Supply network:
Pins as bars on the die edge. Tap cells in gray.
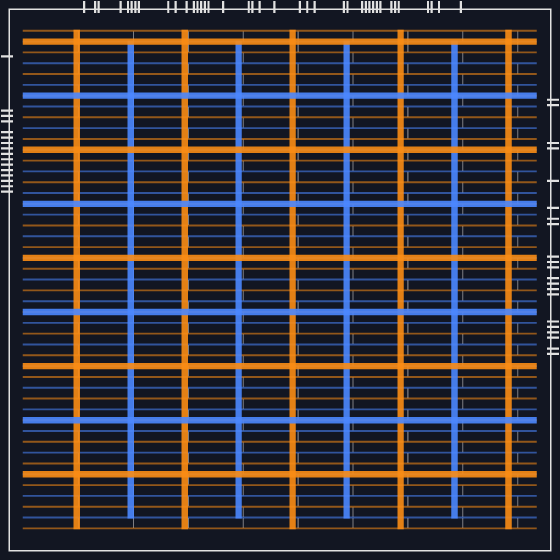
Clock distribution:
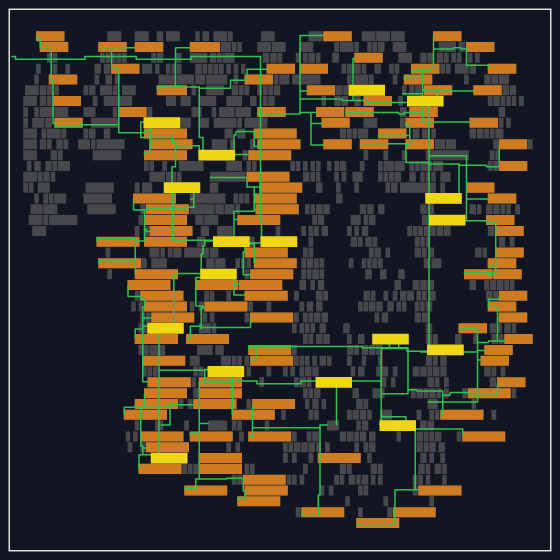
Placed standard cells:
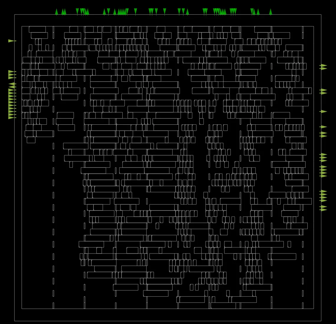
Metal 2:
Scale bar: 50 um.
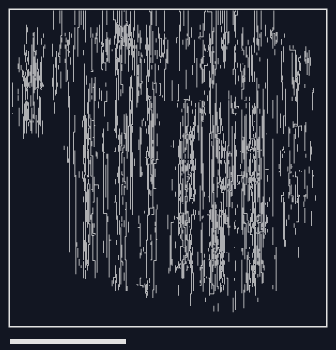
[src/rtl/calc_pkg.sv]
// Shared definitions for the calc sequencer: widths, FSM encoding and ALU opcodes.
package calc_pkg;

  localparam int DATA_W   = 8;
  localparam int ADDR_W   = 3;
  localparam int NUM_REGS = 1 << ADDR_W;
  localparam int CTRL_W   = 4;

  typedef enum logic [1:0] {
    ST_IDLE = 2'd0,
    ST_READ = 2'd1,
    ST_EXEC = 2'd2,
    ST_RESP = 2'd3
  } state_t;

  // Opcodes understood by the external ALU; 1101-1111 are passed through untouched.
  localparam logic [CTRL_W-1:0] OP_ADD = 4'b0000;
  localparam logic [CTRL_W-1:0] OP_SUB = 4'b0001;
  localparam logic [CTRL_W-1:0] OP_AND = 4'b0010;
  localparam logic [CTRL_W-1:0] OP_OR  = 4'b0011;
  localparam logic [CTRL_W-1:0] OP_XOR = 4'b0100;
  localparam logic [CTRL_W-1:0] OP_NOT = 4'b0101;
  localparam logic [CTRL_W-1:0] OP_SHL = 4'b0110;
  localparam logic [CTRL_W-1:0] OP_SHR = 4'b0111;
  localparam logic [CTRL_W-1:0] OP_ROL = 4'b1000;
  localparam logic [CTRL_W-1:0] OP_ROR = 4'b1001;
  localparam logic [CTRL_W-1:0] OP_INC = 4'b1010;
  localparam logic [CTRL_W-1:0] OP_DEC = 4'b1011;
  localparam logic [CTRL_W-1:0] OP_EQ  = 4'b1100;

endpackage

[src/rtl/calc_regfile.sv]
// 8x8 register file: two combinational read ports, one synchronous write port, r0 reads zero.
module calc_regfile
  import calc_pkg::*;
(
  input  logic              clk,
  input  logic              rst,
  input  logic [ADDR_W-1:0] raddr_x,
  input  logic [ADDR_W-1:0] raddr_y,
  output logic [DATA_W-1:0] rdata_x,
  output logic [DATA_W-1:0] rdata_y,
  input  logic              we,
  input  logic [ADDR_W-1:0] waddr,
  input  logic [DATA_W-1:0] wdata
);

  logic [DATA_W-1:0] regs [NUM_REGS];

  // Reset wins over a same-edge write so an aborted instruction leaves no trace.
  always_ff @(posedge clk) begin
    if (rst) begin
      for (int i = 0; i < NUM_REGS; i++) begin
        regs[i] <= '0;
      end
    end else if (we && (waddr != '0)) begin
      regs[waddr] <= wdata;
    end
  end

  assign rdata_x = (raddr_x == '0) ? '0 : regs[raddr_x];
  assign rdata_y = (raddr_y == '0) ? '0 : regs[raddr_y];

endmodule

[src/rtl/calc_sequencer.sv]
// Single-issue instruction sequencer: register file read, external ALU execute, write-back, response.
module calc_sequencer
  import calc_pkg::*;
(
  input  logic        clk,
  input  logic        rst,
  input  logic        in_valid,
  output logic        in_ready,
  input  logic        in_load,
  input  logic [3:0]  in_ctrl,
  input  logic [2:0]  in_rx,
  input  logic [2:0]  in_ry,
  input  logic [2:0]  in_rw,
  input  logic [7:0]  in_imm,
  output logic [3:0]  alu_ctrl,
  output logic [7:0]  alu_x,
  output logic [7:0]  alu_y,
  input  logic [7:0]  alu_out,
  input  logic        alu_carry,
  output logic        out_valid,
  input  logic        out_ready,
  output logic [7:0]  out_data,
  output logic        out_carry,
  output logic [7:0]  op_count,
  output logic [1:0]  dbg_state
);

  // Handshakes: a transfer happens on a rising edge where valid and ready are both 1.
  // The producer holds valid and its payload until that edge; ready never depends on valid.

  state_t state, next_state;

  logic [CTRL_W-1:0] ctrl_q;
  logic [ADDR_W-1:0] rx_q, ry_q, rw_q;
  logic [DATA_W-1:0] opx_q, opy_q, result_q;
  logic              carry_q;
  logic [7:0]        op_count_q;

  logic              rf_we;
  logic [ADDR_W-1:0] rf_waddr;
  logic [DATA_W-1:0] rf_wdata;
  logic [DATA_W-1:0] rd_x, rd_y;

  calc_regfile u_regfile (
    .clk     (clk),
    .rst     (rst),
    .raddr_x (rx_q),
    .raddr_y (ry_q),
    .rdata_x (rd_x),
    .rdata_y (rd_y),
    .we      (rf_we & ~rst),
    .waddr   (rf_waddr),
    .wdata   (rf_wdata)
  );

  always_ff @(posedge clk) begin
    if (rst) begin
      state <= ST_IDLE;
    end else begin
      state <= next_state;
    end
  end

  always_comb begin
    next_state = state;
    rf_we      = 1'b0;
    rf_waddr   = rw_q;
    rf_wdata   = alu_out;
    case (state)
      ST_IDLE: begin
        if (in_valid) begin
          if (in_load) begin
            next_state = ST_RESP;
            rf_we      = 1'b1;
            rf_waddr   = in_rw;
            rf_wdata   = in_imm;
          end else begin
            next_state = ST_READ;
          end
        end
      end
      ST_READ: next_state = ST_EXEC;
      ST_EXEC: begin
        next_state = ST_RESP;
        rf_we      = 1'b1;
      end
      ST_RESP: begin
        if (out_ready) begin
          next_state = ST_IDLE;
        end
      end
      default: next_state = ST_IDLE;
    endcase
  end

  always_ff @(posedge clk) begin
    if (rst) begin
      ctrl_q     <= '0;
      rx_q       <= '0;
      ry_q       <= '0;
      rw_q       <= '0;
      opx_q      <= '0;
      opy_q      <= '0;
      result_q   <= '0;
      carry_q    <= 1'b0;
      op_count_q <= '0;
    end else begin
      case (state)
        ST_IDLE: begin
          if (in_valid) begin
            if (in_load) begin
              result_q <= in_imm;
              carry_q  <= 1'b0;
            end else begin
              ctrl_q <= in_ctrl;
              rx_q   <= in_rx;
              ry_q   <= in_ry;
              rw_q   <= in_rw;
            end
          end
        end
        ST_READ: begin
          opx_q <= rd_x;
          opy_q <= rd_y;
        end
        ST_EXEC: begin
          result_q <= alu_out;
          carry_q  <= alu_carry;
        end
        ST_RESP: begin
          if (out_ready) begin
            op_count_q <= op_count_q + 8'd1;
          end
        end
        default: ;
      endcase
    end
  end

  assign in_ready  = (state == ST_IDLE);
  assign out_valid = (state == ST_RESP);
  assign out_data  = result_q;
  assign out_carry = carry_q;
  assign alu_ctrl  = ctrl_q;
  assign alu_x     = opx_q;
  assign alu_y     = opy_q;
  assign op_count  = op_count_q;
  assign dbg_state = state;

endmodule

[config.mk]
export PLATFORM = sky130hd
export DESIGN_NAME = calc_sequencer
export DESIGN_NICKNAME = d
export VERILOG_FILES = /design/src/rtl/calc_pkg.sv /design/src/rtl/calc_regfile.sv /design/src/rtl/calc_sequencer.sv
export SDC_FILE = /design/constraint.sdc
export NUM_CORES = 1
export LEC_CHECK = 0
export ABC_AREA = 1
export ABC_CLOCK_PERIOD_IN_PS = 2100
export CORE_MARGIN = 3
export CORE_UTILIZATION = 35
export DETAILED_ROUTE_END_ITERATION = 10
export DONT_BUFFER_PORTS = 1
export PLACE_DENSITY_LB_ADDON = 0.15
export SYNTH_ARGS = -nofsm -noshare
export SYNTH_HDL_FRONTEND = slang
export SYNTH_SLANG_ARGS = --single-unit
[constraint.sdc]
create_clock -name clk -period 2.1 [get_ports clk]
set_clock_uncertainty 0.15 [all_clocks]
set_input_delay 0.21 -clock clk [delete_from_list [all_inputs] [get_ports clk]]
set_output_delay 0.21 -clock clk [all_outputs]
set_load 0.01 [all_outputs]
==> results.yml <==
# yosys + openroad results
setup_path:
  path_class: "flop to flop"
  worst-path-stages: 10
  cp-endpoint: "u_regfile.regs[4][7]$_SDFFCE_PN0P_"
  regToRegEndpoint: "u_regfile.regs[4][7]$_SDFFCE_PN0P_"
  crit_top_cell: "nor2_1"
  path_max_fanout: 8
  crit_path_max_incr_delay_ns: 0.32
  arrival_ns: 1.94
  crit_start: "dbg_state[0]$_SDFFE_PP0P_"
  rrSetupSlack_ns: 0.13
  critPathLaunchType: "flop"
  cp_cell_sequence: "inv_2 > buf_4 > ha_1 > nor2_1 > nor2_1 > o21ai_2 > a21oi_4 > buf_6 > nand2_2 > nand2_4"
synth:
  synthDistinctLibCells: 32
  ys_ff: 118
  flop_cell: "edfxtp_1"
  top_area_cell: "edfxtp_1"
  ys_top_logic_family: "simple AND/OR/NAND/NOR gates"
  synthArstFlopShare: 0
  ys_cells: 766
  avgSynthCellArea_um2: 7.70
  synthAdderAreaFrac: 0.0149
  syn-cell-area_um2: 5900
  top_area_frac: 0.326
  edf_count: 64
  ys_sh_mux: 0
global_route:
  top_usage_layer: "met2"
  grt_max_degree: 33
  grt_use_met3: 0.0490
final_layout:
  largest_class: "sequential cells"
  largest_register: "u_regfile.regs"
  fill_cells: 1558
  ff_latch_area_um2: 3010
  final-clk-cell-share: 0.0806
  final-nonclk-buf-share: 0.0969
  final_util: 0.460
  lay_top_cells: "168 x nand2_1, 120 x nor2_1, 117 x nand3_1"
  seq_cells: 118
  non_clock_inverter_count: 99
  combGateArea_um2: 2460
  n_clock_buffer: 20
  final_nets: 867
  drive_gt1_frac: 0.130
  fin_area_um2: 7430
placed_design:
  post_dp_cell_area_um2: 6440
  dp_slack_ns: -0.00542
  dp_hpwl_mm: 11.9
  io_buffers: 0
  gp_congestion: 0.903
  placedCellCount: 989
timing:
  grt_setup_unrepaired: "false"
  worst_slack_ns: 0.129
  finalSetupViolations: 0
  hold_ws_ns: 0.0148
  fin_tns_setup_ns: 0
  slew_headroom: 0.582
hold_path:
  min_from: "alu_out[2]"
  min_path_type: "input pin to flop"
  hold_end: "u_regfile.regs[1][2]$_SDFFCE_PN0P_"
floorplan:
  tap_cells: 216
  fp.coreArea_um2: 16200
  ioPinCount: 76
  die_y_um: 136
clocking:
  clk_latency_ns: 0.42
  clockRootBuffer: "clkbuf_16"
  clk_pin_slew_ns: 0.06
  cts_tree: "done"
  clk_path_buf_depth: 2
  cts_sinks: 118
pwr:
  swShare: 0.340
  peakVddDrop_v: 0.000605
  power.net_switching_mw: 2.73
  power.group.top: "the clock network"
  power.share.sequential: 0.360
  power_density_nw_per_um2: 1080
  powerSeq_mw: 2.89
  clockPowerShare: 0.362
  p_leak_nw: 3.20
routing:
  drc: 0
  dr_wl_met3_mm: 1.04
  antenna_left: 0
  drt_pre_antenna_iters: 5
outcome:
  status: "finished clean"
job:
  warnings: 31
Back to the opening pictures, 'supply network':
[orange] VSS
[blue] VDD
met4 straps: 9
rows: 46
tap cells: 216
signal pins: 76

Back to the opening pictures, 'clock distribution':
[orange] flip-flops | count: 118
[yellow] clock drivers | count: 17
[green] clock wires | length: 1630 um
routed clock nets: 18

Back to the opening pictures, 'placed standard cells':
final std cells w/o fill: 1054
Cell Rows: 46
sequential cell area share: 0.404

Back to the opening pictures, 'metal 2':
main direction: vertical
longest straight run: 67.0 um
wire length on this layer: 7550 um
nets with wire on the layer: 664

No activity file was given, so power comes from the tool's default toggle rates.
